## config.mk

```make
export PLATFORM = sky130hd
export DESIGN_NAME = pmod_i2c_sequencer
export DESIGN_NICKNAME = d
export VERILOG_FILES = /design/src/rtl/pmod_i2c_sequencer.sv
export SDC_FILE = /design/constraint.sdc
export NUM_CORES = 1
export LEC_CHECK = 0
export ABC_CLOCK_PERIOD_IN_PS = 3400
export CAP_MARGIN = 0
export CORE_MARGIN = 2
export CORE_UTILIZATION = 25
export CTS_CLUSTER_DIAMETER = 30
export CTS_CLUSTER_SIZE = 12
export DETAILED_ROUTE_END_ITERATION = 6
export GPL_TIMING_DRIVEN = 1
export PLACE_DENSITY = 0.54
export SLEW_MARGIN = 30
export SYNTH_ARGS = -nofsm -noshare
export SYNTH_HDL_FRONTEND = slang
export SYNTH_SLANG_ARGS = --single-unit
```

## constraint.sdc

```tcl
create_clock -name clk -period 3.4 [get_ports clk]
set_input_delay 0.68 -clock clk [delete_from_list [all_inputs] [get_ports clk]]
set_output_delay 0.68 -clock clk [all_outputs]
set_load 0.01 [all_outputs]
```

## src/rtl/pmod_i2c_sequencer.sv

```systemverilog
// pmod_i2c_sequencer: polls a PWM LED driver and a jack-detect expander through an I2C byte core.
// Define PMOD_I2C_RETRY_EN to retry a NACKed transaction up to three attempts before flagging err.
module pmod_i2c_sequencer #(
  parameter int N_LEDS = 8,
  parameter logic [6:0] LED_ADDR = 7'h5C,
  parameter logic [6:0] JACK_ADDR = 7'h18,
  parameter int POLL_DIV = 131072
) (
  input  logic                clk,
  input  logic                rst_n,
  input  logic [8*N_LEDS-1:0] led,
  output logic [1:0]          cmd,
  output logic                stb,
  output logic [7:0]          data_in,
  output logic                ack_in,
  input  logic                ready,
  input  logic [7:0]          data_out,
  input  logic                ack_out,
  output logic [7:0]          jack,
  output logic                jack_valid,
  output logic                jack_changed,
  output logic                err,
  input  logic                err_clr
);
`ifdef PMOD_I2C_RETRY_EN
  localparam bit RETRY = 1'b1;
`else
  localparam bit RETRY = 1'b0;
`endif
  localparam int CW = $clog2(POLL_DIV);
  localparam logic [CW-1:0] CNT_LAST = CW'(POLL_DIV - 1);
  localparam logic [4:0] LED_LAST = 5'(3 + 2 * N_LEDS);
  localparam logic [4:0] JACK_LAST = 5'd6;
  localparam logic [1:0] C_START = 2'b00, C_STOP = 2'b01, C_WRITE = 2'b10, C_READ = 2'b11;

  typedef enum logic [1:0] {S_WAIT, S_LED, S_JACK} state_t;

  state_t              r_state, w_state, w_xs;
  logic [CW-1:0]       r_cnt, w_cnt;
  logic [4:0]          r_step, w_step, w_last, w_pidx;
  logic [1:0]          r_attempt, w_attempt;
  logic                r_busy, w_busy, r_retry, w_retry;
  logic [8*N_LEDS-1:0] r_snap, w_snap;
  logic                r_stb, w_stb;
  logic [1:0]          r_cmd, w_cmd, w_scmd;
  logic [7:0]          r_data, w_data, w_sdata, w_lvl, w_pwm;
  logic [7:0]          r_jack, w_jack;
  logic                r_jv, w_jv, r_jc, w_jc, r_err, w_err;
  logic                w_issue, w_done, w_nack;

  // PWM bytes pair up per channel: even byte drives the negative half, odd byte the positive half
  always_comb begin
    w_pidx = r_step - 5'd3;
    w_lvl = '0;
    for (int i = 0; i < N_LEDS; i++)
      if (w_pidx[4:1] == 4'(i)) w_lvl = r_snap[8*i +: 8];
    w_pwm = w_pidx[0] ? ((!w_lvl[7] && |w_lvl) ? w_lvl : 8'h00)
                      : (w_lvl[7] ? 8'(~w_lvl + 8'd1) : 8'h00);
  end

  always_comb begin
    w_xs = (r_state == S_WAIT) ? S_LED : r_state;
    w_last = (w_xs == S_LED) ? LED_LAST : JACK_LAST;
    if (w_xs == S_LED) begin
      w_scmd = (r_step == 5'd0) ? C_START : (r_step == LED_LAST) ? C_STOP : C_WRITE;
      w_sdata = (r_step == 5'd1) ? {LED_ADDR, 1'b0} : (r_step == 5'd2) ? 8'h82 : w_pwm;
    end else begin
      w_scmd = (r_step == 5'd0 || r_step == 5'd3) ? C_START
             : (r_step == 5'd5) ? C_READ : (r_step == JACK_LAST) ? C_STOP : C_WRITE;
      w_sdata = (r_step == 5'd1) ? {JACK_ADDR, 1'b0} : (r_step == 5'd4) ? {JACK_ADDR, 1'b1} : 8'h00;
    end
  end

  // The START of a round may issue on the last WAIT cycle so polling stays exactly POLL_DIV apart
  always_comb begin
    w_state = r_state;
    w_cnt = r_cnt;
    w_step = r_step;
    w_attempt = r_attempt;
    w_busy = r_busy;
    w_retry = r_retry;
    w_snap = r_snap;
    w_stb = 1'b0;
    w_cmd = r_cmd;
    w_data = r_data;
    w_jack = r_jack;
    w_jv = 1'b0;
    w_jc = 1'b0;
    w_issue = (r_state != S_WAIT || r_cnt == CNT_LAST) && !r_busy && !r_stb && ready;
    w_done = r_busy && !r_stb && ready;
    w_nack = w_done && r_cmd == C_WRITE && ack_out;
    w_err = (w_nack && (!RETRY || r_attempt == 2'd2)) ? 1'b1 : err_clr ? 1'b0 : r_err;
    if (r_state == S_WAIT) begin
      w_cnt = (r_cnt == CNT_LAST) ? '0 : r_cnt + 1'b1;
      if (r_cnt == CNT_LAST) begin
        w_state = S_LED;
        w_snap = led;
      end
    end
    if (w_issue) begin
      w_stb = 1'b1;
      w_busy = 1'b1;
      w_cmd = w_scmd;
      w_data = w_sdata;
    end
    if (w_done) w_busy = 1'b0;
    if (w_nack) begin
      w_step = w_last;
      w_retry = RETRY && r_attempt != 2'd2;
    end else if (w_done && r_cmd == C_STOP) begin
      w_step = '0;
      w_retry = 1'b0;
      w_attempt = r_retry ? r_attempt + 2'd1 : 2'd0;
      if (!r_retry) w_state = (r_state == S_LED) ? S_JACK : S_WAIT;
    end else if (w_done) begin
      w_step = r_step + 5'd1;
      if (r_cmd == C_READ) begin
        w_jack = data_out;
        w_jv = 1'b1;
        w_jc = data_out != r_jack;
      end
    end
  end

  always_ff @(posedge clk or negedge rst_n) begin
    if (!rst_n) begin
      r_state <= S_WAIT;
      r_cnt <= '0;
      r_step <= '0;
      r_attempt <= '0;
      r_busy <= 1'b0;
      r_retry <= 1'b0;
      r_snap <= '0;
      r_stb <= 1'b0;
      r_cmd <= C_START;
      r_data <= '0;
      r_jack <= '0;
      r_jv <= 1'b0;
      r_jc <= 1'b0;
      r_err <= 1'b0;
    end else begin
      r_state <= w_state;
      r_cnt <= w_cnt;
      r_step <= w_step;
      r_attempt <= w_attempt;
      r_busy <= w_busy;
      r_retry <= w_retry;
      r_snap <= w_snap;
      r_stb <= w_stb;
      r_cmd <= w_cmd;
      r_data <= w_data;
      r_jack <= w_jack;
      r_jv <= w_jv;
      r_jc <= w_jc;
      r_err <= w_err;
    end
  end

  assign stb = r_stb;
  assign cmd = r_cmd;
  assign data_in = r_data;
  assign ack_in = 1'b1;
  assign jack = r_jack;
  assign jack_valid = r_jv;
  assign jack_changed = r_jc;
  assign err = r_err;
endmodule

```

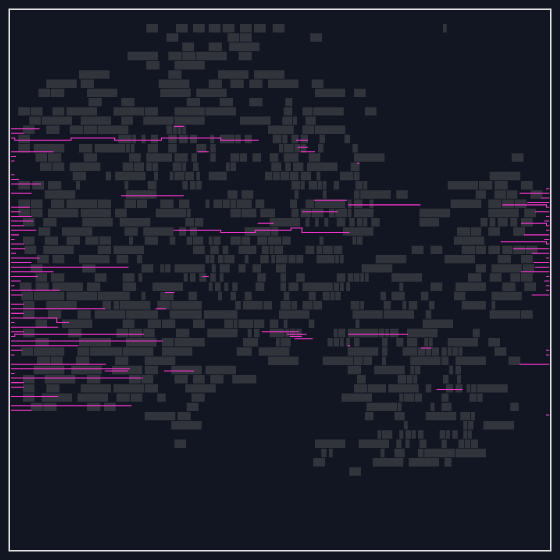
**Above:** run 1 (signal wires on met3).
Cells faint in the background.
wire length on this layer: 917 um
main direction: horizontal
share of all routed wire: 6.1%
longest straight run: 44.4 um
nets with wire on the layer: 90
Post-Route WL: 15.1 mm
vias: 4485
routing usage on met3: 0.0409

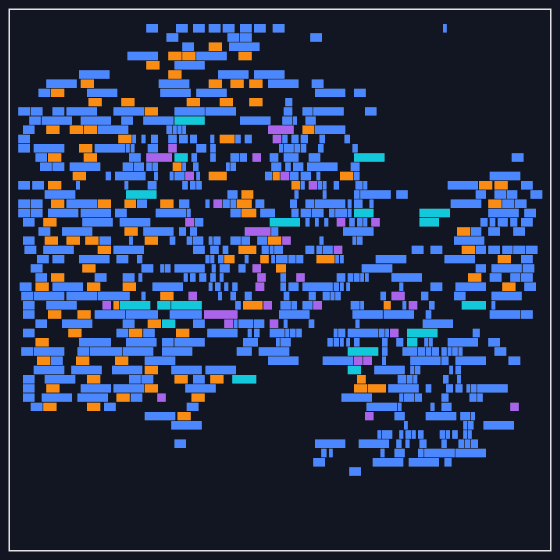
**Above:** run 1 (cell sizes after repair).
| colour | size | cells |
|---|---|---|
| orange | drive 2 | 94 |
| purple | drive 3 to 4 | 34 |
| blue | drive 1 or less | 515 |
| cyan | drive 6 and up | 18 |
non-clock buffer count: 129
fin area: 7740 um^2

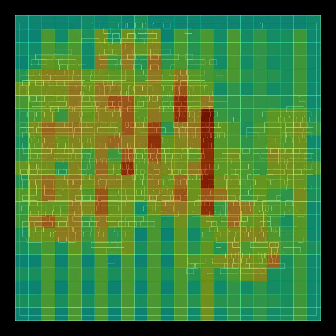
**Above:** run 1 (congestion heat map).
M2 GR Usage: 0.181
drt wl/cell: 15.4 um

## run 1: through the flow
step                      hold WS [ns]  utilization  power (W)  instances
after global placement           0.488        0.315    0.00442        964
after global routing             0.129        0.329    0.00591        980
after detailed placement         0.494        0.315    0.00442        964
after floorplan                  0.384            -    0.00357        551
final                            0.137        0.329    0.00552        980
after CTS                        0.132        0.328    0.00555        980
## run 1: logic make-up (layout without fill, tap and decap cells)
group,Yosys count,count (layout),share of synthesized area
flops,111,111,0.462
mux,86,86,0.172
other cells,1,1,0.000624
xor+xnor,21,21,0.0350
fa+ha+maj,7,7,0.0146
compound gates,106,106,0.119
buf+inv,47,157,0.0462
simple gates,172,172,0.150
## run 1: cell usage in the layout, fill, tap and decap left out, types with 4 or more instances in the layout
cell type,synthesis,routed
nand2_1,47,47
o21ai_0,35,34
clkdlybuf4s50_1,0,97
a21oi_1,23,23
dfrtp_1,111,111
o221ai_1,4,4
nor3_1,9,8
nor2b_1,4,4
nand3_1,17,17
mux2_2,74,74
mux4_1,5,5
nand3b_1,6,6
or3_1,9,8
nor2_1,38,38
buf_4,2,29
clkbuf_16,0,9
ha_1,7,6
nand4_1,6,6
xor2_1,14,14
o22ai_1,6,6
mux2i_1,7,7
inv_1,12,12
xnor2_1,5,5
nand2b_1,7,7
## run 1: registers in the layout, indices dropped and copies added (netlist names)
register and cells:
cmd 2, r_busy 1, err 1, r_cnt 17, jack_changed 1, stb 1
jack 8, r_state 2, data_in 8, r_step 5, jack_valid 1, r_snap 64
## run 1: critical path: stages, from the launching register on
cell and delay, ns:
dfrtp_1 0.44, ha_1 0.28, xor2_2 0.23, mux4_1 0.60, a21boi_0 0.24, o21ai_0 0.13
o21ai_1 0.19, ha_1 0.26, nand2_1 0.12, nor4_4 0.16, o21ai_1 0.09, a221o_1 0.32
==> flow_summary.toml, run 1 <==
# implementation run metrics
[outcome]
status = "finished, final reports clean"

[floorplanning]
num_rows = 56
chipArea_um2 = 25300

[setup_path]
r2r-start = "r_step[0]$_DFFE_PN0P_"
arrival_ns = 3.42
startpoint = "r_step[0]$_DFFE_PN0P_"
r2r_end = "data_in[0]$_DFFE_PN0P_"
path_max_fanout = 6
crit_path_end = "data_in[0]$_DFFE_PN0P_"
worstSetupPathType = "register to register"

[finish]
comb_area_um2 = 2980
biggestCellCategory = "combinational gates"
fin_nets = 740
seq_area_frac = 0.359
flop_area_um2 = 2780
num_antenna_cells = 0
syn_to_final_growth_pct = 28.8

[power]
power.leakage_nw = 3.44
combPwrFrac = 0.502
p_int_w = 0.00329
pg_seq_w = 0.00165

[clocking]
clock_latency_ns = 0.37
cts.sinks = 111

[place]
dpl_worst_slack_ns = 0.148

[flow_run]
warnings = 31
maxCapViolations = 0

[synthesis]
top_area_frac = 0.462
topCellsByArea = "dfrtp_1 46%, mux2_2 14%, nand2_1 2.9%"
synth_cell_types = 79
top_cells_by_count = "111 x dfrtp_1, 74 x mux2_2, 47 x nand2_1"
syn_inst = 551
synthArstFlopShare = 1.00
ys_area_um2 = 6010
fp_nets = 635

[drt]
met2_length_mm = 6.47
drt-met1-wl_mm = 7.51
antenna_left = 0
drc = 0

[worst_hold_path]
min_path_type = "input port to asynchronous set/reset pin"

[sta]
fin_ws_ns = 0.224
rsz0062_at_grt = "false"

[global_routing]
top_usage_layer = "met2"
grt_max_degree = 102
grt.total_usage = 0.120
grt_pass1_wl_mm = 24.6
--- run 2 (diff from run 1) ---
--- a/config.mk
+++ b/config.mk
@@ -12,6 +12,7 @@
 export CTS_CLUSTER_DIAMETER = 30
 export CTS_CLUSTER_SIZE = 12
 export DETAILED_ROUTE_END_ITERATION = 6
+export GPL_ROUTABILITY_DRIVEN = 1
 export GPL_TIMING_DRIVEN = 1
 export PLACE_DENSITY = 0.54
 export SLEW_MARGIN = 30
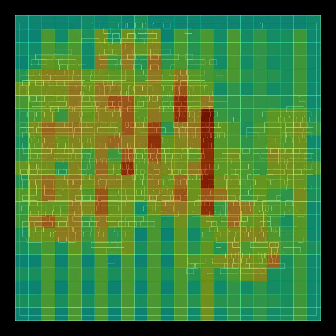
**Above:** run 2 (congestion heat map).
met1 global-route usage: 0.165
final core utilization: 0.329
global route hottest layer: met2

==> flow_summary.toml, run 2 <==
# implementation run metrics
[finish]
mostFrequentLayoutCell = "dfrtp_1"
comb_area_um2 = 2980
fin_nets = 740
largest_reg_flops = 64
max_flop_register = "r_snap"
num_antenna_cells = 0
biggestCellCategory = "combinational gates"
syn_to_final_growth_pct = 28.8
final_layout_top_logic_cells = "111 x dfrtp_1, 97 x clkdlybuf4s50_1, 74 x mux2_2, 47 x nand2_1, 38 x nor2_1"
flop_area_um2 = 2780

[setup_path]
worstSetupPathType = "register to register"
r2r-start = "r_step[0]$_DFFE_PN0P_"
startpoint = "r_step[0]$_DFFE_PN0P_"
path_max_fanout = 6
arrival_ns = 3.42
cp_cell_sequence = "ha_1 > xor2_2 > mux4_1 > a21boi_0 > o21ai_0 > o21ai_1 > ha_1 > nand2_1 > nor4_4 > o21ai_1 > a221o_1"
r2r_end = "data_in[0]$_DFFE_PN0P_"

[synthesis]
ys_area_um2 = 6010
synthArstFlopShare = 1.00
synth_cell_types = 79
top_cells_by_count = "111 x dfrtp_1, 74 x mux2_2, 47 x nand2_1"
fp_nets = 635
syn_inst = 551

[floorplanning]
num_rows = 56
chipArea_um2 = 25300

[sta]
rsz0062_at_grt = "false"

[power]
power.leakage_nw = 3.44
combPwrFrac = 0.502
total_power_w = 0.00552

[drt]
avgRoutedWirePerCell_um = 15.4
antenna_left = 0
drc = 0

[clocking]
cts.sinks = 111

[flow_run]
maxCapViolations = 0

[global_routing]
grt_pass1_wl_mm = 24.6
grt_max_degree = 102

[outcome]
status = "finished, final reports clean"

[place]
dpl_worst_slack_ns = 0.148
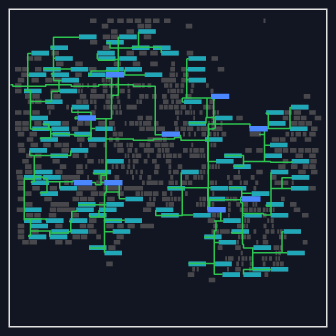
**Above:** run 2 (clock network drawn from the DEF).
[green] clock wires | length: 1500 um
[cyan] flip-flops | count: 111
[blue] cells driving clock nets | count: 9
routed clock nets: 10
clock share of power: 0.199
clock-net power: 0.00110 W
Final Skew: 0.0152 ns

## run 2: cell counts after synthesis
No cell type changed its count.
## run 2: power groups by stage
stage               clock network (W)  registers, W  logic (W)
floorplan                           0       0.00165    0.00192
finish                        0.00110       0.00165    0.00277
global route                  0.00118       0.00168    0.00305
CTS                           0.00114       0.00166    0.00275
global placement                    0       0.00168    0.00274
detailed placement                  0       0.00168    0.00274
## run 2: repair_timing
action	CTS	global route
gates resized	0	6
hold endpoints to repair	0	0
setup endpoints to repair	0	7
## run 2: stage by stage
stage          hold WS, ns  cells  area [um^2]
2_1_floorplan        0.384    551         6010
3_3_place_gp         0.488    964         7410
3_5_place_dp         0.494    964         7410
4_1_cts              0.132    980         7720
5_1_grt              0.129    980         7740
6_report             0.137    980         7740
## run 2: worst max-delay path, delay by kind of cell (launching register included)
| family | cells | cell delay [ns] |
|---|---|---|
| compound gates | 5 | 0.97 |
| xor+xnor | 1 | 0.23 |
| fa+ha+maj | 2 | 0.54 |
| flops | 1 | 0.44 |
| mux | 1 | 0.60 |
| simple gates | 2 | 0.28 |
## run 2: kinds of logic (layout without fill, tap and decap cells)
| logic type | count (synthesis) | count (layout) | synth area share |
|---|---|---|---|
| mux | 86 | 86 | 0.172 |
| fa+ha+maj | 7 | 7 | 0.0146 |
| xor+xnor | 21 | 21 | 0.0350 |
| compound gates | 106 | 106 | 0.119 |
| buf+inv | 47 | 157 | 0.0462 |
| flops | 111 | 111 | 0.462 |
| simple gates | 172 | 172 | 0.150 |
| other cells | 1 | 1 | 0.000624 |
## run 2: routing by layer
layer  up-vias  GRT usage  part of all wire
li1       2192          -                 -
met1      2157      0.165              0.50
met2       113      0.181              0.43
met3        21     0.0409             0.061
met4         2     0.0285             0.012
met5         -          0           0.00073
**Run 2: cell sizes after repair**

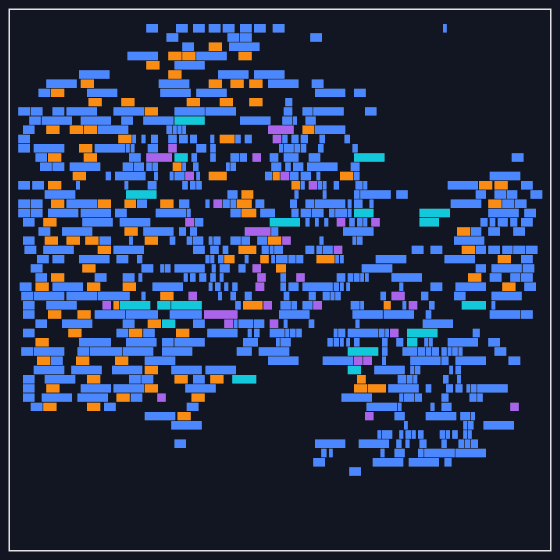

--- run 3 (diff from run 2) ---
--- a/config.mk
+++ b/config.mk
@@ -13,7 +13,7 @@
 export CTS_CLUSTER_SIZE = 12
 export DETAILED_ROUTE_END_ITERATION = 6
 export GPL_ROUTABILITY_DRIVEN = 1
-export GPL_TIMING_DRIVEN = 1
+export GPL_TIMING_DRIVEN = 0
 export PLACE_DENSITY = 0.54
 export SLEW_MARGIN = 30
 export SYNTH_ARGS = -nofsm -noshare
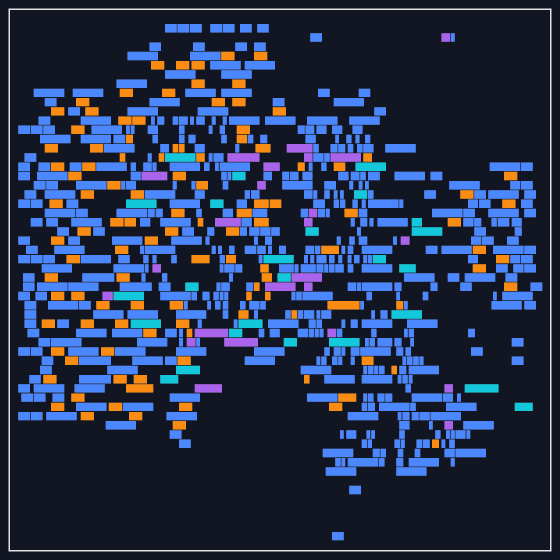
**Above:** run 3 (cell sizes after repair).
| colour | size | cells |
|---|---|---|
| blue | drive 1 or less | 512 |
| orange | drive 2 | 111 |
| purple | drive 3 to 4 | 24 |
| cyan | drive 6 and up | 25 |
fin worst setup slack: 0.225 ns
fin area: 7910 um^2
non-clock buffer count: 141

==> flow_summary.toml, run 3 <==
# implementation run metrics
[finish]
final_layout_top_logic_cells = "110 x dfrtp_1, 97 x clkdlybuf4s50_1, 74 x mux2_2, 46 x nand2_1, 37 x nor2_1"
syn_to_final_growth_pct = 31.5
fin_nets = 752
largest_reg_flops = 64
final_core_util = 0.336
max_flop_register = "r_snap"

[power]
pg_seq_w = 0.00162
combPwrFrac = 0.538
pwr-share-clk = 0.178
power.leakage_nw = 3.46
p_clk_w = 0.00102
powerComb_w = 0.00308

[sta]
rsz0062_at_grt = "false"
skew_ns = 0.0123
drv_slew = 0

[place]
placed_area_um2 = 7420
dpl_worst_slack_ns = -0.541
dpl.cell_count = 969

[outcome]
status = "finished, final reports clean"

[synthesis]
ys_cells = 551
synthArstFlopShare = 1.00
top_cells_by_count = "111 x dfrtp_1, 74 x mux2_2, 47 x nand2_1"
ys_area_um2 = 6010
synth_cell_types = 79
fp_nets = 635
syn_inst = 551

[global_routing]
grt_max_degree = 70
grt_pass1_wl_mm = 26.1

[drt]
antenna_left = 0
drc = 0
avgRoutedWirePerCell_um = 16.1

[floorplanning]
chipArea_um2 = 25300

[setup_path]
r2r-start = "r_step[0]$_DFFE_PN0P_"
cp_cell_sequence = "buf_4 > ha_4 > or3b_1 > a221oi_1 > nor2_1 > o22ai_1 > a311oi_1 > a211oi_2 > nor4_4 > or3_1 > a21oi_1"
r2r_end = "data_in[1]$_DFFE_PN0P_"
worstSetupPathType = "register to register"
arrival_ns = 3.46
critPathMaxStageDelay_ns = 0.46
path_buffers = 1
path_max_fanout = 7

[clocking]
cts.sinks = 111
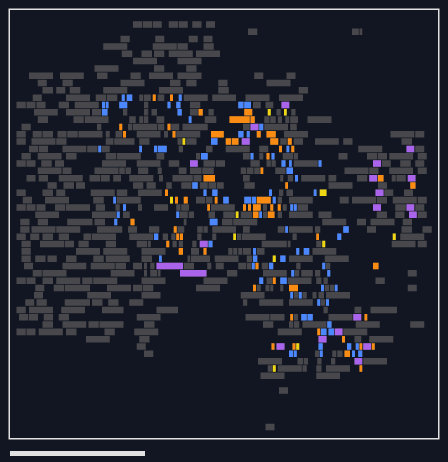
**Above:** run 3 (gate-type map).
Bar = 50 um.
| colour | family | cells |
|---|---|---|
| yellow | inverters | 12 |
| orange | NOR gates | 61 |
| purple | XOR/XNOR gates | 21 |
| blue | NAND gates | 85 |
combinational share of cell area: 0.389
Commonest Layout Cell: dfrtp_1
Final Non-Filler Cells: 991

## run 3: worst max path at each step
stage | slack [ns] | from | end | cells after the start
floorplan | 0.37 | r_step[0]$_DFFE_PN0P_ | data_in[0]$_DFFE_PN0P_ | 15
global placement | -3.03 | rst_n | r_snap[54]$_DFFE_PN0P_ | 1
detailed placement | -0.54 | r_step[0]$_DFFE_PN0P_ | data_in[0]$_DFFE_PN0P_ | 15
CTS | 0.01 | r_step[0]$_DFFE_PN0P_ | data_in[0]$_DFFE_PN0P_ | 11
global route | 0.008 | r_cnt[6]$_DFFE_PN0P_ | data_in[4]$_DFFE_PN0P_ | 15
finish | 0.22 | r_step[0]$_DFFE_PN0P_ | data_in[1]$_DFFE_PN0P_ | 11
## run 3: timing repair
action | CTS | global route
setup buffers | 0 | 7
resized | 13 | 32
endpoints found under the setup margin | 44 | 37
hold buffers | 0 | 0
endpoints found under the hold margin | 0 | 0
pin swaps | 1 | 7
## run 3: layer usage
layer  wire length, um  global-route usage  share of wire
met5                 0                   0              0
met4               126              0.0252         0.0079
met3               864              0.0346          0.054
met2              7050               0.197           0.44
met1              7900               0.184           0.50
## run 3: cell type report
cell class / instances / area [um^2]
plain buffers: 35 / 269
clock buffers: 9 / 225
clock inverters: 6 / 46.3
fillers: 2444 / 15600
inverters: 12 / 48.8
multi-input cells: 393 / 3070
flip-flops and latches: 111 / 2780
well taps: 319 / 399
repair buffers: 106 / 1070
## run 3: logic make-up after synthesis
kind of cell	share of synthesized area
AOI/OAI and AO/OA	0.119
xor gates and xnor gates	0.0350
adders and majority gates	0.0146
buffers and inverters	0.0462
DFF	0.462
muxes	0.172
other	0.000624
and+or+nand+nor	0.150
Power is estimated from default activity; no workload was simulated.
